Fig. 1: run 1, cell outlines without signal wires
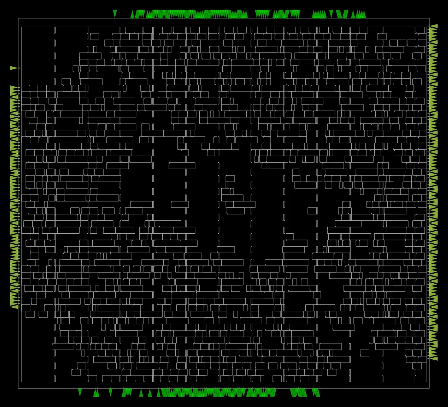
Fig. 2: run 1, wiring heat map
Drawn at 2 px/um. The die is cut into 35 by 31 equal tiles; dark purple is low, yellow is high, scaled to the fullest tile. Values are wire area over tile area, all layers added.
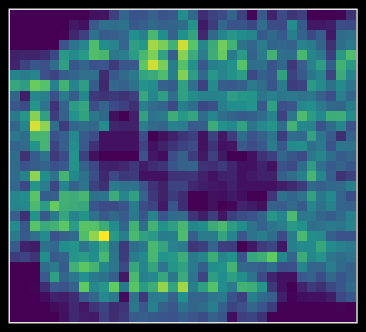
Fig. 3: run 1, cells by drive strength
Drawn at 1.5 px/um.
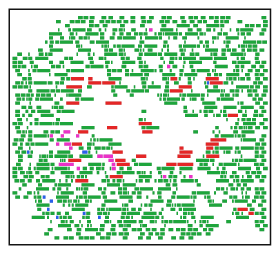
<file path="src/rtl/aes_inv_key_gen_if.sv">
// Round-key delivery bus and external S-box port of the inverse AES-128 key schedule.
// master = key generator, slave = round-key consumer that also hosts the S-box.
interface aes_inv_key_gen_if;
  logic         start_i;
  logic [127:0] key_i;
  logic [31:0]  sub_o;
  logic [31:0]  sub_i;
  logic [127:0] rk_o;
  logic [3:0]   rk_round_o;
  logic         rk_valid_o;
  logic         rk_ready_i;
  logic         busy_o;
  logic         done_o;

  modport master (
    input  start_i, key_i, sub_i, rk_ready_i,
    output sub_o, rk_o, rk_round_o, rk_valid_o, busy_o, done_o
  );

  modport slave (
    output start_i, key_i, sub_i, rk_ready_i,
    input  sub_o, rk_o, rk_round_o, rk_valid_o, busy_o, done_o
  );
endinterface

</file>
<file path="src/rtl/aes_inv_key_gen.sv">
// Inverse AES-128 key schedule: round keys 10..0, one per rk accept, valid the cycle after start, stalls on !rk_ready_i.
// Optional cipher-key compare (ports exp_key_i/key_match_o) under `AES_INV_KEY_CHECK_EN.
module aes_inv_key_gen #(
  parameter int          NR        = 10,
  parameter logic [7:0]  RCON_LAST = 8'h36
) (
  input  logic               clk,
  input  logic               nrst,
  aes_inv_key_gen_if.master  kg
`ifdef AES_INV_KEY_CHECK_EN
  ,
  input  logic [127:0]       exp_key_i,
  output logic               key_match_o
`endif
);

  localparam logic [3:0] RND_LAST = 4'(NR);

  typedef enum logic {IDLE, OUT} state_t;

  state_t       state_q, state_d;
  logic [127:0] key_q, key_d;
  logic [7:0]   rcon_q, rcon_d;
  logic [3:0]   rnd_q, rnd_d;
  logic         done_q, done_d;
`ifdef AES_INV_KEY_CHECK_EN
  logic         match_q, match_d;
`endif

  logic [31:0]  k0, k1, k2, k3;
  logic [31:0]  p0, p1, p2, p3;
  logic [127:0] prev;
  logic         accept;

  // Inverse of xtime over GF(2^8): undoes the rcon doubling of the forward schedule.
  function automatic logic [7:0] inv_xtime(input logic [7:0] x);
    return x[0] ? (((x ^ 8'h1b) >> 1) | 8'h80) : (x >> 1);
  endfunction

  always_comb begin
    k0   = key_q[127:96];
    k1   = key_q[95:64];
    k2   = key_q[63:32];
    k3   = key_q[31:0];
    p3   = k3 ^ k2;
    p2   = k2 ^ k1;
    p1   = k1 ^ k0;
    p0   = k0 ^ kg.sub_i ^ {rcon_q, 24'h0};
    prev = {p0, p1, p2, p3};
  end

  // S-box lookup is outside the block and closes the loop within the same cycle.
  assign kg.sub_o      = {p3[23:0], p3[31:24]};
  assign kg.rk_o       = key_q;
  assign kg.rk_round_o = rnd_q;
  assign kg.rk_valid_o = (state_q == OUT);
  assign kg.busy_o     = (state_q != IDLE);
  assign kg.done_o     = done_q;
  assign accept        = kg.rk_valid_o && kg.rk_ready_i;
`ifdef AES_INV_KEY_CHECK_EN
  assign key_match_o   = match_q;
`endif

  always_comb begin
    state_d = state_q;
    key_d   = key_q;
    rcon_d  = rcon_q;
    rnd_d   = rnd_q;
    done_d  = 1'b0;
`ifdef AES_INV_KEY_CHECK_EN
    match_d = match_q;
`endif
    case (state_q)
      IDLE: begin
        if (kg.start_i) begin
          state_d = OUT;
          key_d   = kg.key_i;
          rcon_d  = RCON_LAST;
          rnd_d   = RND_LAST;
`ifdef AES_INV_KEY_CHECK_EN
          match_d = 1'b0;
`endif
        end
      end
      OUT: begin
        if (accept) begin
          if (rnd_q != 4'd0) begin
            key_d  = prev;
            rnd_d  = rnd_q - 4'd1;
            rcon_d = inv_xtime(rcon_q);
          end else begin
            state_d = IDLE;
            done_d  = 1'b1;
`ifdef AES_INV_KEY_CHECK_EN
            match_d = (key_q == exp_key_i);
`endif
          end
        end
      end
      default: state_d = IDLE;
    endcase
  end

  always_ff @(posedge clk or negedge nrst) begin
    if (!nrst) begin
      state_q <= IDLE;
      key_q   <= '0;
      rcon_q  <= '0;
      rnd_q   <= '0;
      done_q  <= 1'b0;
`ifdef AES_INV_KEY_CHECK_EN
      match_q <= 1'b0;
`endif
    end else begin
      state_q <= state_d;
      key_q   <= key_d;
      rcon_q  <= rcon_d;
      rnd_q   <= rnd_d;
      done_q  <= done_d;
`ifdef AES_INV_KEY_CHECK_EN
      match_q <= match_d;
`endif
    end
  end

endmodule

</file>
<file path="src/flat_wrapper.sv">
// flat-port wrapper written by rule: the top's interface ports become plain ports
module aes_inv_key_gen_flat 
#(
  parameter int          NR        = 10,
  parameter logic [7:0]  RCON_LAST = 8'h36
)
  (clk, nrst, kg_start_i, kg_key_i, kg_sub_i, kg_rk_ready_i, kg_sub_o, kg_rk_o, kg_rk_round_o, kg_rk_valid_o, kg_busy_o, kg_done_o);
  aes_inv_key_gen_if kg_i ();
  input  logic clk;
  input  logic nrst;
  input wire logic [$bits(kg_i.start_i)-1:0] kg_start_i;
  input wire logic [$bits(kg_i.key_i)-1:0] kg_key_i;
  input wire logic [$bits(kg_i.sub_i)-1:0] kg_sub_i;
  input wire logic [$bits(kg_i.rk_ready_i)-1:0] kg_rk_ready_i;
  output wire logic [$bits(kg_i.sub_o)-1:0] kg_sub_o;
  output wire logic [$bits(kg_i.rk_o)-1:0] kg_rk_o;
  output wire logic [$bits(kg_i.rk_round_o)-1:0] kg_rk_round_o;
  output wire logic [$bits(kg_i.rk_valid_o)-1:0] kg_rk_valid_o;
  output wire logic [$bits(kg_i.busy_o)-1:0] kg_busy_o;
  output wire logic [$bits(kg_i.done_o)-1:0] kg_done_o;
  assign kg_i.start_i = kg_start_i;
  assign kg_i.key_i = kg_key_i;
  assign kg_i.sub_i = kg_sub_i;
  assign kg_i.rk_ready_i = kg_rk_ready_i;
  assign kg_sub_o = kg_i.sub_o;
  assign kg_rk_o = kg_i.rk_o;
  assign kg_rk_round_o = kg_i.rk_round_o;
  assign kg_rk_valid_o = kg_i.rk_valid_o;
  assign kg_busy_o = kg_i.busy_o;
  assign kg_done_o = kg_i.done_o;
  aes_inv_key_gen #(.NR(NR), .RCON_LAST(RCON_LAST)) u_core (.clk(clk), .nrst(nrst), .kg(kg_i));
endmodule
</file>
<file path="config.mk">
export PLATFORM = sky130hd
export DESIGN_NAME = aes_inv_key_gen_flat
export DESIGN_NICKNAME = d
export VERILOG_FILES = /design/src/rtl/aes_inv_key_gen_if.sv /design/src/rtl/aes_inv_key_gen.sv /design/src/flat_wrapper.sv
export SDC_FILE = /design/constraint.sdc
export NUM_CORES = 1
export LEC_CHECK = 0
export ABC_AREA = 0
export CAP_MARGIN = 20
export CORE_ASPECT_RATIO = 0.9
export CORE_UTILIZATION = 30
export CTS_CLUSTER_SIZE = 12
export DETAILED_ROUTE_END_ITERATION = 8
export SLEW_MARGIN = 10
export SYNTH_ARGS = -nofsm -noshare
export SYNTH_HDL_FRONTEND = slang
export SYNTH_SLANG_ARGS = --single-unit
</file>
<file path="constraint.sdc">
create_clock -name clk -period 2.6 [get_ports clk]
set_clock_uncertainty 0.05 [all_clocks]
set_input_delay 0.39 -clock clk [delete_from_list [all_inputs] [get_ports clk]]
set_output_delay 0.39 -clock clk [all_outputs]
set_load 0.02 [all_outputs]
</file>
==> Slide: Implementation Results, run 1 <==
Run Summary

Worst setup path
  – CP peak stage delay: 0.70 ns
  – Bufs and invs on worst path: 1
  – CP Data Arrival Time: 1.81 ns

STA
  – Setup_tns: 0 ns
  – Period minus WS final: 2.25 ns
  – Final Cycle Share: 86.7%
  – Slew Limit Fails: 0
  – Worst-margin pin slew: 0.550 ns

Pwr
  – Leak Pwr: 4.50 nW

Placed design
  – Port buffer count: 330
  – # placed instances: 1,422

GRT
  – Global route total overflow: 0
  – Pin count of the biggest net entering global routing: 84
  – Number of global-route vias before repair: 7,939
  – Initial antenna violation count: 1

Clocking
  – CTS tree: built
  – CTS buffer count: 17
  – CTS-repair resized insts: 0
  – Clock Path Buffers: 2
  – CTS H-Tree Depth: 4

Detailed routing
  – Detailed Route Iter0 Violations: 554
  – # DRC: 0
  – Vias per cell: 5.67
  – Routed len/inst: 21.2 um

Flow run
  – Max Cap Viol: 0
  – Tool warnings: 26

Run status
  – Status: complete, no violations

Synth
  – Count leader, synth: dfrtp_1
  – Synthesized chip area reported by yosys: 0.00790 mm^2
  – Syn Nets: 986
  – Synth cell types: 39
  – Cell count after synthesis: 821

Final layout
  – Fin nets: 1,265
-- Fig. 1 (at the start) --
Finished Layout Cells: 1,455
row count: 55
fill count: 2,406
Flop Count: 142

-- Fig. 2 (at the start) --
emptiest ninth of the die: centre
fullest tile: 0.55
mean over tiles: 0.18
tiles over half the peak: 18%
vias: 8,245
Post-Route WL: 30.9 mm
GRT Total Usage: 22.7%

-- Fig. 3 (at the start) --
[red] drive 6 and up | cells: 36 | share: 3.2%
[magenta] drive 3 to 4 | cells: 18 | share: 1.6%
[blue] drive 2 | cells: 9 | share: 0.81%
[green] drive 1 or less | cells: 1,048 | share: 94%
design area: 0.0122 mm^2
P&R area growth vs syn: 54.0%
setup ws final: 0.346 ns
non-clock buffer count: 350

[run 1: report_power, final]
part	switching, W	internal [W]
Combinational	0.00425	0.00426
Sequential	0.00174	0.00333
Clock	0.000981	0.00166
Total	0.00696	0.00925
[run 1: metal layers]
layer	up-vias	share of wire, %	GRT usage [%]
met5	-	0	0
met4	0	1.7	6.03
met3	26	5.7	5.04
met2	295	46	34.7
met1	4096	47	32.2
li1	3828	-	-
[run 1: worst paths after layout]
check	start	end	slack, ns	depth (start not counted)
setup / recovery	u_core.kg.busy_o	kg_rk_valid_o	0.35	1
hold / removal	nrst	u_core.kg.rk_o[24]	0.31	2
setup reg to reg	u_core.kg.rk_round_o[0]	u_core.kg.rk_o[116]	0.47	6
max in group asynchronous	nrst	u_core.kg.busy_o	1.54	3
hold reg to reg	u_core.kg.rk_o[76]	u_core.kg.rk_o[76]	0.48	1
min in group clk	kg_rk_ready_i	u_core.kg.rk_o[14]	0.48	3
[run 1: final cells by class]
cell class / count / share of cell area, %
clock buffer: 21 / 3.78
inverter: 6 / 0.185
sequential: 142 / 29.2
timing repair buffer: 350 / 29.4
multi-input combinational: 583 / 32.5
tap: 342 / 3.52
clock inverter: 9 / 1.31
antenna: 2 / 0.0411
[run 1: cell usage in the layout, fill, tap and decap left out, types with 2 or more instances in the layout]
cell type	Yosys	final
clkbuf_16	0	17
and2_1	28	27
inv_6	0	2
clkdlybuf4s50_1	0	328
clkbuf_1	49	2
nand3_1	67	67
buf_12	0	10
o311ai_0	64	64
a221o_1	2	2
and4_1	6	6
nor3_1	9	9
o32a_1	2	2
nor2_1	67	66
nand2b_1	7	6
a211o_1	2	2
a32oi_1	10	10
nor2b_1	4	3
diode_2	0	2
nor4_1	2	2
or2_2	6	6
a21oi_1	5	5
o21ai_0	4	4
clkbuf_8	0	2
a311oi_1	112	112
buf_4	1	10
inv_1	6	6
bufinv_16	0	4
nand2_1	67	67
dfrtp_1	142	141
o31ai_1	2	2
xnor2_1	2	2
o211ai_1	64	64
xor2_1	41	41
[run 1: state kept, by name, indices dropped and copies added (netlist names)]
name and count:
u_core.kg.rk_o 128, u_core.rcon_q 8, u_core.kg.rk_round_o 4, u_core.kg.busy_o 1, u_core.kg.done_o 1
[run 1: through the flow]
stage	util (%)	worst slack [ns]	total power (W)	cell area, um^2
after global placement	45.2	0.458	0.0134	11500
after global routing	47.7	0.282	0.0172	12200
after detailed placement	45.2	0.450	0.0136	11500
final	47.7	0.346	0.0162	12200
after floorplan	-	0.686	0.00906	7900
after CTS	47.6	0.326	0.0163	12200
[run 1: cells by family after synthesis]
group	Yosys count	share of synthesized area, %
buffers and inverters	96	5.38
adders and majority gates	1	0.158
xor gates and xnor gates	43	4.76
DFF	142	45.0
AOI/OAI and AO/OA	271	28.6
muxes	1	0.142
and+or+nand+nor	267	16.0
## Run 2: what changed since run 1
- CORE_UTILIZATION: 30 -> 44
- PLACE_DENSITY: not set -> 0.82
- RECOVER_POWER: not set -> 50
Fig. 4: run 2, supply network
Drawn at 3 px/um. Pins as bars on the die edge.
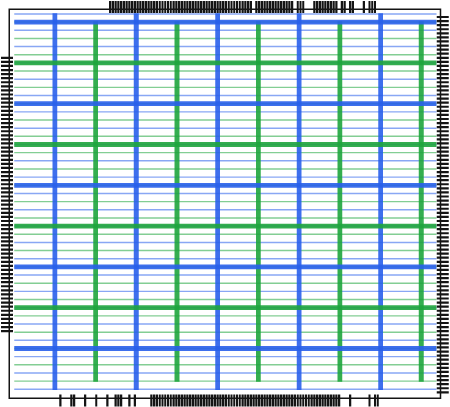
[green] VDD
[blue] VSS
met5 straps: 9
met4 straps: 10
met1 rails: 47
signal pins: 331
rows: 46
core area: 0.0176 mm^2
die height: 129 um
Die X-Extent: 143 um
Max VDD drop: 0.697 mV

Fig. 5: run 2, cell outlines without signal wires
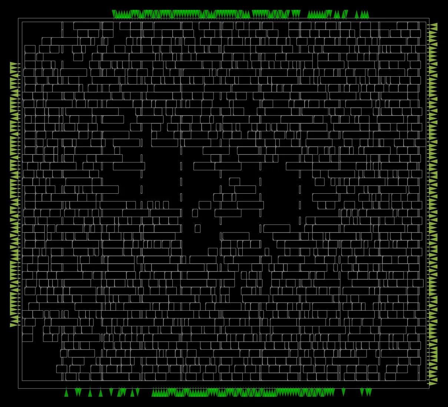
Finished Layout Cells: 1,354
tap cells: 240
row count: 46
fill count: 1,408

==> run 2 against run 1 <==
Synthesized cell count stayed put. Die size fell by 31%. Via count rose by 2.4%. Final area is 1.2% lower. Synthesized area unchanged. Non-clock buffer count grew 3. Maximum frequency fell by 5.5%. Register-to-register slack got worse by 0.22 ns. Setup slack worse by 0.13 ns. Critical path depth grew 1.
==> Slide: Implementation Results, run 2 <==
Run Summary

Detailed routing
  – # DRC: 0 (unchanged)
  – Vias per cell: 6.23 (+10%)
  – Vias: 8,440 (+2.4%)
  – Post-Route WL: 28.9 mm (-6.4%)
  – Routed len/inst: 21.3 um (+0.56%)

STA
  – Setup_tns: 0 ns (unchanged)
  – Final Cycle Share: 91.8% (+5.0 points)
  – Worst-margin pin slew: 1.41 ns (+0.861 ns)
  – Slew Limit Fails: 0 (unchanged)

Synth
  – Syn Nets: 986 (unchanged)
  – Synthesized chip area reported by yosys: 0.00790 mm^2 (unchanged)
  – Count leader, synth: dfrtp_1
  – Cell count after synthesis: 821 (unchanged)
  – Synth cell types: 39 (unchanged)

Worst setup path
  – CP peak stage delay: 0.65 ns (-0.05 ns)
  – Bufs and invs on worst path: 2 (+1)

Clocking
  – CTS tree: built
  – CTS buffer count: 17 (unchanged)
  – CTS-repair resized insts: 0 (unchanged)
  – Clock Path Buffers: 2 (unchanged)

Placed design
  – # placed instances: 1,323 (-7.0%)
  – Port buffer count: 330 (unchanged)

GRT
  – Number of global-route vias before repair: 7,962 (+0.29%)
  – Initial antenna violation count: 0 (-1)
  – Met3 usage: 5.91% (+0.87 points)
  – GRT Total Usage: 31.0% (+8.3 points)
  – Layer with the highest usage: met2
  – Global routing usage on met2: 48.6% (+14 points)

Flow run
  – Tool warnings: 26 (unchanged)

Final layout
  – Inserted Diodes: 0 (-2)
  – Most instantiated logic cell after routing: clkdlybuf4s50_1
  – Fin nets: 1,268 (+0.24%)

Pwr
  – Power, Total: 0.0160 W (-1.4%)
  – Leak Pwr: 4.51 nW (+0.30%)

Run status
  – Status: complete, no violations
## run 2: cell types whose count changed in the layout (fill, tap and decap cells not counted)
| cell | before | now |
|---|---|---|
| clkinv_4 | 1 | 0 |
| clkinvlp_4 | 1 | 3 |
| inv_6 | 2 | 1 |
| buf_12 | 10 | 9 |
| clkdlybuf4s50_1 | 328 | 268 |
| buf_4 | 10 | 9 |
| or3b_2 | 0 | 1 |
| clkbuf_2 | 0 | 3 |
| or3b_4 | 1 | 0 |
| dlygate4sd3_1 | 1 | 61 |
| diode_2 | 2 | 0 |
| clkbuf_8 | 2 | 1 |
| buf_6 | 1 | 2 |
| clkinv_2 | 1 | 3 |
## run 2: worst paths after layout
path	depth (start not counted)	to	start	slack, ns
max reg2reg	6	u_core.kg.rk_o[76]	u_core.kg.rk_round_o[0]	0.25
min reg2reg	1	u_core.kg.rk_o[79]	u_core.kg.rk_o[79]	0.46
max in group asynchronous	3	u_core.kg.rk_o[4]	nrst	0.46
min	1	u_core.kg.rk_o[79]	u_core.kg.rk_o[79]	0.46
max	2	kg_busy_o	u_core.kg.busy_o	0.21
min in group asynchronous	2	u_core.kg.rk_o[122]	nrst	0.81
## run 2: final cells by class
class	instances	area (um^2)
Clock buffer	19	443
Clock inverter	11	166
Fill cell	1408	5590
Inverter	6	22.5
Multi-Input combinational cell	583	3960
Sequential cell	142	3560
Tap cell	240	300
Timing Repair Buffer	353	3580
## run 2: kinds of logic (layout without fill, tap and decap cells)
group	Yosys count	count (layout)	synth area share, %
AND-OR/OR-AND	271	271	28.6
XOR/XNOR	43	43	4.76
buffers and inverters	96	389	5.38
flip-flops	142	142	45.0
multiplexers	1	1	0.142
AND/OR/NAND/NOR	267	267	16.0
adder cells (fa/ha/maj)	1	1	0.158
## run 2: routing by layer
layer  routed length, um  part of all wire (%)
met1               12300                    43
met2               13500                    47
met3                2210                   7.6
met4                 881                   3.1
met5                   0                     0
## run 2: report_power, final
group | switching [W] | internal (W)
combinational | 0.00436 | 0.00409
clock | 0.000957 | 0.00162
sequential | 0.00163 | 0.00333
## run 2: metrics by stage
stage	worst slack [ns]	area (um^2)	hold slack [ns]	util, %
final	0.214	12000	0.461	68.3
after floorplan	0.686	7900	0.0444	-
after global placement	0.428	11400	0.219	65.0
after global routing	0.143	12000	0.462	68.3
after CTS	0.194	12100	0.338	68.5
after detailed placement	0.361	11400	0.221	65.0
## Run 3: what changed since run 2
- GPL_ROUTABILITY_DRIVEN: not set -> 0
Fig. 6: run 3, cells by drive strength
Drawn at 2 px/um.
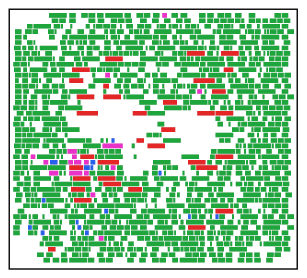
[green] drive 1 or less | cells: 1,048 | share: 94%
[red] drive 6 and up | cells: 34 | share: 3.1%
[magenta] drive 3 to 4 | cells: 17 | share: 1.5%
[blue] drive 2 | cells: 15 | share: 1.3%
setup ws final: 0.214 ns
non-clock buffer count: 353
P&R area growth vs syn: 52.2%

Fig. 7: run 3, zoomed window
Window x 47 to 97, y 65 to 115 um. Cells in grey, sequential cells in the stronger grey; small squares are vias.
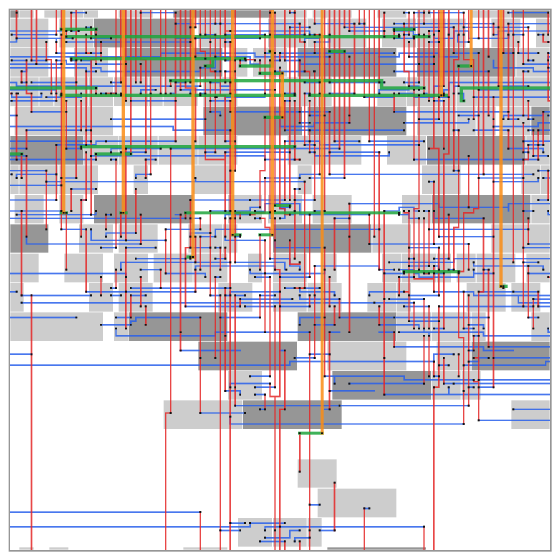
[red] met2
[green] met3
[orange] met4
[blue] met1
cells with their middle in the window: 121
sequential cells in the window: 17
most frequent: a311oi_1 (26), dfrtp_1 (17), clkdlybuf4s50_1 (16)
netlist names of flops here include: `u_core.kg.rk_o` (17)

==> run 3 against run 2 <==
Sequential cell count unchanged. Via count is the same. Hold slack unchanged. Sequential power about the same. Maximum frequency unchanged. Setup slack is the same. Routed wire length did not move. Synthesized area stayed put. Core utilization unchanged. Synthesized cell count unchanged. Highest routed layer unchanged. Largest cell class unchanged.
==> Slide: Implementation Results, run 3 <==
Run Summary

Synth
  – Syn Nets: 986 (unchanged)
  – Synthesized chip area reported by yosys: 0.00790 mm^2 (unchanged)
  – Count leader, synth: dfrtp_1
  – Main kind of combinational logic by area: AND-OR/OR-AND gates
  – Adder Area Share: 0.158% (unchanged)

Clocking
  – CTS tree: built
  – CTS buffer count: 17 (unchanged)

STA
  – Slew Limit Fails: 0 (unchanged)
  – Setup_tns: 0 ns (unchanged)
  – Worst-margin pin slew: 1.41 ns (unchanged)

Placed design
  – Port buffer count: 330 (unchanged)
  – Dpl ws: 0.361 ns (unchanged)

Worst setup path
  – Setup crit start: u_core.kg.busy_o
  – Setup crit end: kg_busy_o
  – R2R setup slack: 0.25 ns (about the same)

Pwr
  – Leak Pwr: 4.51 nW (unchanged)

Detailed routing
  – Vias: 8,440 (unchanged)
  – Routed len/inst: 21.3 um (unchanged)
  – Post-Route WL: 28.9 mm (unchanged)

Floorplanning
  – Row count: 46 (unchanged)
  – Die height: 129 um (unchanged)

Final layout
  – Sequential cell area: 0.00356 mm^2 (unchanged)
  – Inserted Diodes: 0 (unchanged)

GRT
  – GRT Total Usage: 31.0% (unchanged)

Run status
  – Status: complete, no violations
-- run 3: per-layer routing --
layer	GRT usage (%)	up-vias	wire (um)
met5	0	-	0
met4	12.9	0	881
met3	5.91	61	2210
met2	48.6	421	13500
met1	42.1	4122	12300
li1	-	3836	-
-- run 3: kinds of logic (layout without fill, tap and decap cells) --
kind of cell / after synthesis / count (layout)
compound gates: 271 / 271
xor+xnor: 43 / 43
fa+ha+maj: 1 / 1
buf+inv: 96 / 389
flops: 142 / 142
mux: 1 / 1
simple gates: 267 / 267
-- run 3: critical path: stages (launching register included) --
cell	delay, ns
dfrtp_4	0.65
buf_4	0.25
clkdlybuf4s50_1	0.62
-- run 3: metrics by stage --
step	hold slack (ns)	total power (W)	cell area (um^2)	utilization, %
2_1_floorplan	0.0444	0.00906	7900	-
3_3_place_gp	0.219	0.0133	11400	65.0
3_5_place_dp	0.221	0.0136	11400	65.0
4_1_cts	0.338	0.0162	12100	68.5
5_1_grt	0.462	0.0168	12000	68.3
6_report	0.461	0.0160	12000	68.3
-- run 3: how the worst min path moves through the flow --
stage / to / start / cells past startpoint
detailed placement: u_core.kg.rk_o[122] / nrst / 1
CTS: u_core.kg.rk_o[122] / nrst / 2
global placement: u_core.kg.rk_o[122] / nrst / 1
floorplan: u_core.kg.busy_o / nrst / 0
global route: u_core.kg.rk_round_o[2] / kg_rk_ready_i / 4
finish: u_core.kg.rk_o[79] / u_core.kg.rk_o[79] / 1
-- run 3: layout make-up --
class / count / area share [%]
Inverter: 6 / 0.187
Tap cell: 240 / 2.50
Timing Repair Buffer: 353 / 29.8
Multi-Input combinational cell: 583 / 32.9
Sequential cell: 142 / 29.6
Clock inverter: 11 / 1.38
Clock buffer: 19 / 3.68
-- run 3: repair_timing --
item	in CTS	in global routing
endpoints found under the hold margin	22	0
hold buffers	1	0
resized	0	0
-- run 3: report_power, final --
| group | internal, W | leakage (nW) | total, W | switching [W] |
|---|---|---|---|---|
| logic | 0.00409 | 2.56 | 0.00845 | 0.00436 |
| clock network | 0.00162 | 0.291 | 0.00257 | 0.000957 |
| registers | 0.00333 | 1.66 | 0.00497 | 0.00163 |
| total | 0.00904 | 4.51 | 0.0160 | 0.00695 |
Power and IR drop assume default switching activity.
